$ cat src/rtl/decode_pkg.sv
// Shared decode definitions: instruction field positions, result-source codes,
// the packed control bundle, and the control/immediate decoders.
package decode_pkg;

  localparam int OP_LSB  = 0;
  localparam int F3_LSB  = 3;
  localparam int RD_LSB  = 6;
  localparam int RS1_LSB = 11;
  localparam int RS2_LSB = 16;
  localparam int F11_LSB = 21;

  localparam logic [1:0] RES_ALU = 2'd0;
  localparam logic [1:0] RES_MEM = 2'd1;
  localparam logic [1:0] RES_PC4 = 2'd2;

  localparam logic [2:0] ALU_ADD    = 3'd0;
  localparam logic [2:0] ALU_SUB    = 3'd1;
  localparam logic [2:0] ALU_PASS_B = 3'd7;

  typedef enum logic [2:0] {
    OP_ALU    = 3'd0,
    OP_ALUI   = 3'd1,
    OP_LOAD   = 3'd2,
    OP_STORE  = 3'd3,
    OP_BRANCH = 3'd4,
    OP_JAL    = 3'd5,
    OP_JALR   = 3'd6,
    OP_LUI    = 3'd7
  } opcode_t;

  typedef struct packed {
    logic       reg_write;
    logic       mem_write;
    logic       jump;
    logic       jump_cond;
    logic       alu_src;
    logic [2:0] jump_cond_type;
    logic [2:0] alu_control;
    logic [1:0] result_src;
  } ctrl_t;

  function automatic ctrl_t control_unit(input logic [31:0] instr);
    ctrl_t c;
    c = '0;
    case (opcode_t'(instr[OP_LSB +: 3]))
      OP_ALU:    begin c.reg_write = 1'b1; c.alu_control = instr[F3_LSB +: 3]; end
      OP_ALUI:   begin c.reg_write = 1'b1; c.alu_src = 1'b1; c.alu_control = instr[F3_LSB +: 3]; end
      OP_LOAD:   begin c.reg_write = 1'b1; c.alu_src = 1'b1; c.result_src = RES_MEM; end
      OP_STORE:  begin c.mem_write = 1'b1; c.alu_src = 1'b1; end
      OP_BRANCH: begin
        c.jump_cond      = 1'b1;
        c.jump_cond_type = instr[F3_LSB +: 3];
        c.alu_control    = ALU_SUB;
      end
      OP_JAL:    begin c.jump = 1'b1; c.reg_write = 1'b1; c.result_src = RES_PC4; end
      OP_JALR:   begin c.jump = 1'b1; c.reg_write = 1'b1; c.alu_src = 1'b1; c.result_src = RES_PC4; end
      OP_LUI:    begin c.reg_write = 1'b1; c.alu_src = 1'b1; c.alu_control = ALU_PASS_B; end
      default:   c = '0;
    endcase
    return c;
  endfunction

  // Stores and branches split their immediate around the rd field.
  function automatic logic [31:0] imm_extend(input logic [31:0] instr);
    logic [31:0] imm;
    imm = '0;
    case (opcode_t'(instr[OP_LSB +: 3]))
      OP_ALUI, OP_LOAD, OP_JALR: imm = {{16{instr[31]}}, instr[31:16]};
      OP_STORE, OP_BRANCH:       imm = {{16{instr[31]}}, instr[31:21], instr[10:6]};
      OP_JAL:                    imm = {{11{instr[31]}}, instr[31:11]};
      OP_LUI:                    imm = {instr[31:11], 11'b0};
      default:                   imm = '0;
    endcase
    return imm;
  endfunction

endpackage

$ cat src/rtl/decode_regfile.sv
// Two-read/one-write register file with hard-wired x0 and same-cycle
// write-through from the writeback port to both read ports.
module decode_regfile #(
  parameter int XLEN     = 32,
  parameter int NUM_REGS = 32
) (
  input  logic            clk,
  input  logic            we,
  input  logic [4:0]      wa,
  input  logic [XLEN-1:0] wd,
  input  logic [4:0]      ra1,
  input  logic [4:0]      ra2,
  output logic [XLEN-1:0] rd1,
  output logic [XLEN-1:0] rd2
);

  localparam int AW = $clog2(NUM_REGS);

  logic [XLEN-1:0] mem [NUM_REGS];
  logic [AW-1:0]   wa_i, ra1_i, ra2_i;
  logic            wr_live;

  assign wa_i    = wa[AW-1:0];
  assign ra1_i   = ra1[AW-1:0];
  assign ra2_i   = ra2[AW-1:0];
  assign wr_live = we && (wa_i != '0);

  always_ff @(posedge clk) begin
    if (wr_live) mem[wa_i] <= wd;
  end

  always_comb begin
    rd1 = '0;
    rd2 = '0;
    if (ra1_i != '0) rd1 = (wr_live && wa_i == ra1_i) ? wd : mem[ra1_i];
    if (ra2_i != '0) rd2 = (wr_live && wa_i == ra2_i) ? wd : mem[ra2_i];
  end

endmodule

$ cat src/rtl/stage_decode_hs.sv
// Decode stage with valid/ready handshake into the DE/EX register.
// Define DECODE_LOAD_INTERLOCK_EN to stall internally on load-use hazards.
module stage_decode_hs
  import decode_pkg::*;
#(
  parameter int XLEN     = 32,
  parameter int NUM_REGS = 32
) (
  input  logic            clk,
  input  logic            rst,
  input  logic            de_valid,
  output logic            de_ready,
  input  logic [31:0]     de_instr,
  input  logic [XLEN-1:0] de_pc,
  input  logic [XLEN-1:0] de_pc_plus4,
  input  logic            wb_reg_write,
  input  logic [4:0]      wb_rd,
  input  logic [XLEN-1:0] wb_result,
  input  logic            ex_clear,
  input  logic            ex_ready,
  output logic            ex_valid,
  output logic            ex_reg_write,
  output logic            ex_mem_write,
  output logic            ex_jump,
  output logic            ex_jump_cond,
  output logic            ex_alu_src,
  output logic [2:0]      ex_jump_cond_type,
  output logic [2:0]      ex_alu_control,
  output logic [1:0]      ex_result_src,
  output logic [XLEN-1:0] ex_pc,
  output logic [XLEN-1:0] ex_pc_plus_4,
  output logic [XLEN-1:0] ex_imm_ext,
  output logic [XLEN-1:0] ex_rd1,
  output logic [XLEN-1:0] ex_rd2,
  output logic [4:0]      ex_rd,
  output logic [4:0]      ex_rs1,
  output logic [4:0]      ex_rs2,
  output logic [4:0]      de_rs1,
  output logic [4:0]      de_rs2
);

  localparam int AW = $clog2(NUM_REGS);

  logic [4:0]      rd_field;
  ctrl_t           ctrl_dec, ctrl_q, ctrl_n;
  logic [XLEN-1:0] imm_dec, rf_rd1, rf_rd2;
  logic            load, interlock, capture, fwd1, fwd2, valid_n;
  logic [XLEN-1:0] pc_n, pc4_n, imm_n, rd1_n, rd2_n;
  logic [4:0]      rd_n, rs1_n, rs2_n;

  assign rd_field = de_instr[RD_LSB +: 5];
  assign de_rs1   = de_instr[RS1_LSB +: 5];
  assign de_rs2   = de_instr[RS2_LSB +: 5];
  assign ctrl_dec = control_unit(de_instr);
  assign imm_dec  = XLEN'($signed(imm_extend(de_instr)));

  decode_regfile #(.XLEN(XLEN), .NUM_REGS(NUM_REGS)) u_regfile (
    .clk (clk),
    .we  (wb_reg_write),
    .wa  (wb_rd),
    .wd  (wb_result),
    .ra1 (de_rs1),
    .ra2 (de_rs2),
    .rd1 (rf_rd1),
    .rd2 (rf_rd2)
  );

`ifdef DECODE_LOAD_INTERLOCK_EN
  assign interlock = !ex_clear && de_valid && ex_valid && ctrl_q.reg_write &&
                     (ctrl_q.result_src == RES_MEM) && (ex_rd != 5'd0) &&
                     ((ex_rd == de_rs1) || (ex_rd == de_rs2));
`else
  assign interlock = 1'b0;
`endif

  assign load     = !ex_valid || ex_ready;
  assign de_ready = load && !interlock;
  assign capture  = load && de_valid && !interlock;

  // A stalled instruction must still see writebacks to its own sources.
  assign fwd1 = wb_reg_write && (wb_rd[AW-1:0] != '0) && (wb_rd[AW-1:0] == ex_rs1[AW-1:0]);
  assign fwd2 = wb_reg_write && (wb_rd[AW-1:0] != '0) && (wb_rd[AW-1:0] == ex_rs2[AW-1:0]);

  always_comb begin
    valid_n = ex_valid;
    ctrl_n  = ctrl_q;
    pc_n    = ex_pc;
    pc4_n   = ex_pc_plus_4;
    imm_n   = ex_imm_ext;
    rd1_n   = ex_rd1;
    rd2_n   = ex_rd2;
    rd_n    = ex_rd;
    rs1_n   = ex_rs1;
    rs2_n   = ex_rs2;
    if (ex_clear || (load && !capture)) begin
      valid_n = 1'b0;
      ctrl_n  = '0;
      pc_n    = '0;
      pc4_n   = '0;
      imm_n   = '0;
      rd1_n   = '0;
      rd2_n   = '0;
      rd_n    = '0;
      rs1_n   = '0;
      rs2_n   = '0;
    end else if (capture) begin
      valid_n = 1'b1;
      ctrl_n  = ctrl_dec;
      pc_n    = de_pc;
      pc4_n   = de_pc_plus4;
      imm_n   = imm_dec;
      rd1_n   = rf_rd1;
      rd2_n   = rf_rd2;
      rd_n    = rd_field;
      rs1_n   = de_rs1;
      rs2_n   = de_rs2;
    end else begin
      if (fwd1) rd1_n = wb_result;
      if (fwd2) rd2_n = wb_result;
    end
  end

  always_ff @(posedge clk or posedge rst) begin
    if (rst) begin
      ex_valid     <= 1'b0;
      ctrl_q       <= '0;
      ex_pc        <= '0;
      ex_pc_plus_4 <= '0;
      ex_imm_ext   <= '0;
      ex_rd1       <= '0;
      ex_rd2       <= '0;
      ex_rd        <= '0;
      ex_rs1       <= '0;
      ex_rs2       <= '0;
    end else begin
      ex_valid     <= valid_n;
      ctrl_q       <= ctrl_n;
      ex_pc        <= pc_n;
      ex_pc_plus_4 <= pc4_n;
      ex_imm_ext   <= imm_n;
      ex_rd1       <= rd1_n;
      ex_rd2       <= rd2_n;
      ex_rd        <= rd_n;
      ex_rs1       <= rs1_n;
      ex_rs2       <= rs2_n;
    end
  end

  assign ex_reg_write      = ctrl_q.reg_write;
  assign ex_mem_write      = ctrl_q.mem_write;
  assign ex_jump           = ctrl_q.jump;
  assign ex_jump_cond      = ctrl_q.jump_cond;
  assign ex_alu_src        = ctrl_q.alu_src;
  assign ex_jump_cond_type = ctrl_q.jump_cond_type;
  assign ex_alu_control    = ctrl_q.alu_control;
  assign ex_result_src     = ctrl_q.result_src;

endmodule

$ cat config.mk
export PLATFORM = sky130hd
export DESIGN_NAME = stage_decode_hs
export DESIGN_NICKNAME = d
export VERILOG_FILES = /design/src/rtl/decode_pkg.sv /design/src/rtl/decode_regfile.sv /design/src/rtl/stage_decode_hs.sv
export SDC_FILE = /design/constraint.sdc
export NUM_CORES = 2
export LEC_CHECK = 0
export CAP_MARGIN = 15
export CORE_MARGIN = 4
export CORE_UTILIZATION = 35
export DETAILED_ROUTE_END_ITERATION = 10
export HOLD_SLACK_MARGIN = 0.02
export PLACE_DENSITY = 0.56
export SETUP_SLACK_MARGIN = 0.5
export SLEW_MARGIN = 30
export SYNTH_ARGS = -nofsm -noshare
export SYNTH_HDL_FRONTEND = slang
export SYNTH_HIERARCHICAL = 1
export SYNTH_SLANG_ARGS = --single-unit
$ cat constraint.sdc
create_clock -name clk -period 6.8 [get_ports clk]
set_input_delay 1.36 -clock clk [delete_from_list [all_inputs] [get_ports clk]]
set_output_delay 1.36 -clock clk [all_outputs]
set_load 0.01 [all_outputs]
Fig. 1: a small window of the routed layout
Region (283, 283) to (333, 333) um. Cells in grey, sequential cells in the stronger grey; small squares are vias.
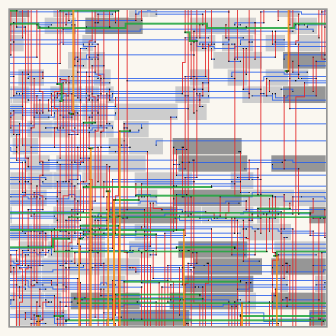
orange -> metal 4
red -> metal 2
green -> metal 3
blue -> metal 1
cells with their middle in the window = 108
sequential cells in the window = 16
netlist names of flops here include = `u_regfile/mem` (13), `ex_rs1` (3)
most frequent = nor2_4 (25), edfxtp_1 (13), buf_4 (10)

Fig. 2: signal wires on met4
(1 px per um) Supply wires on this layer in grey.
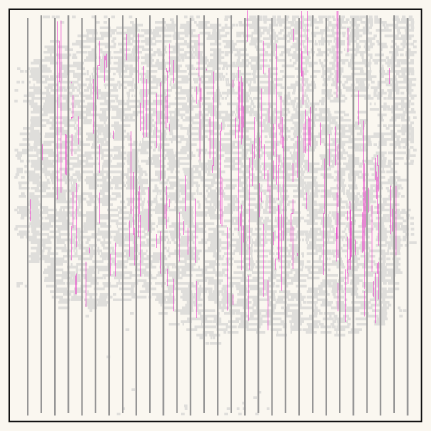
longest straight run = 178 um
nets with wire on the layer = 100
share of all routed wire = 3.5%
wire length on this layer = 7100 um
vias: 37.5k
DRT Wirelength: 205 mm

==> Slide: Implementation Results <==
Synthesis and Place & Route Summary

Setup path
  – Worst flop-to-flop path startpoint: ex_valid
  – CP Depth: 5
  – Worst reg-to-reg path cell count: 8
  – CP most frequent cell: clkdlybuf4s50_1
  – Crit. End Element: primary output

Logic synthesis
  – Top cells by count: edfxtp_1 (1024), mux4_2 (332), mux2i_1 (314)
  – Most frequent cell after synthesis: edfxtp_1
  – Chip Area, Yosys: 56800 um2
  – Yosys cell types: 64
  – Mux frac, synth: 0.216
  – Main area contributors: edfxtp_1 (54%), mux4_2 (13%), dfrtp_1 (8.3%), mux2i_1 (5.5%), mux2_2 (2.5%)
  – Top_reg_cell synth: edfxtp_1
  – Area leader share: 0.541
  – Yosys xor share: 0.00324
  – Largest area contributor in the netlist: edfxtp_1
  – Post-synth EDFFs: 1024

GRT
  – Initial antenna violation count: 8
  – Met2 GRT Util: 0.372
  – Largest net degree at the start of global routing: 142
  – Met1 Usage GRT: 0.330
  – Global-route wire length before repair: 286 mm

Placed design
  – DP Area: 63600 um2
  – I/O Buffers: 338
  – Post-Place Worst Slack: 1730 ps

Floorplanning
  – Ports: 339
  – Die Wd: 411 um
  – # rows: 147
  – Chip Height: 411 um
  – Tap Count: 2160

Pwr
  – Pleak: 23.2 nW
  – Switching Share: 0.238
  – Reg power frac: 0.482
  – Combinational group share of total power: 0.102
  – Sequential cell power: 8.32 mW
  – Total power: 17.3 mW

Routing
  – DR WL met3: 19.5 mm
  – DRT Pass-1 Iters: 5
  – Antenna Nets Post-Route: 0
  – DR top layer: met5
  – Routed len/inst: 33.7 um

Timing
  – Worst-margin pin slew: 1140 ps
  – Final Hold Viols: 0
  – Setup TNS: 0 ps
  – Final Cycle Share: 0.692
  – Final Skew: 30.3 ps
  – Hold slack final: 480 ps
  – Fmax: 212 MHz

Cells and area
  – Area Growth Syn to Fin: 19.6%
  – Most frequent logic cell in the layout: edfxtp_1
  – Register area: 35500 um2
  – Clk cell area share: 0.0630
  – Comb area: 20200 um2
  – Final nets: 3955
  – Multi-input combinational area share: 0.297

Flow run
  – OpenROAD warnings: 28

Hold path
  – Min-Delay Endpoint: ex_imm_ext[23]
  – Hold WC Path Type: flop to flop

Clock network
  – Clk sink count: 1212
  – Clock Tree Root: clkbuf_16
  – Clock buffer depth: 3

Status
  – Status: complete, no violations
Power and IR drop assume default switching activity.
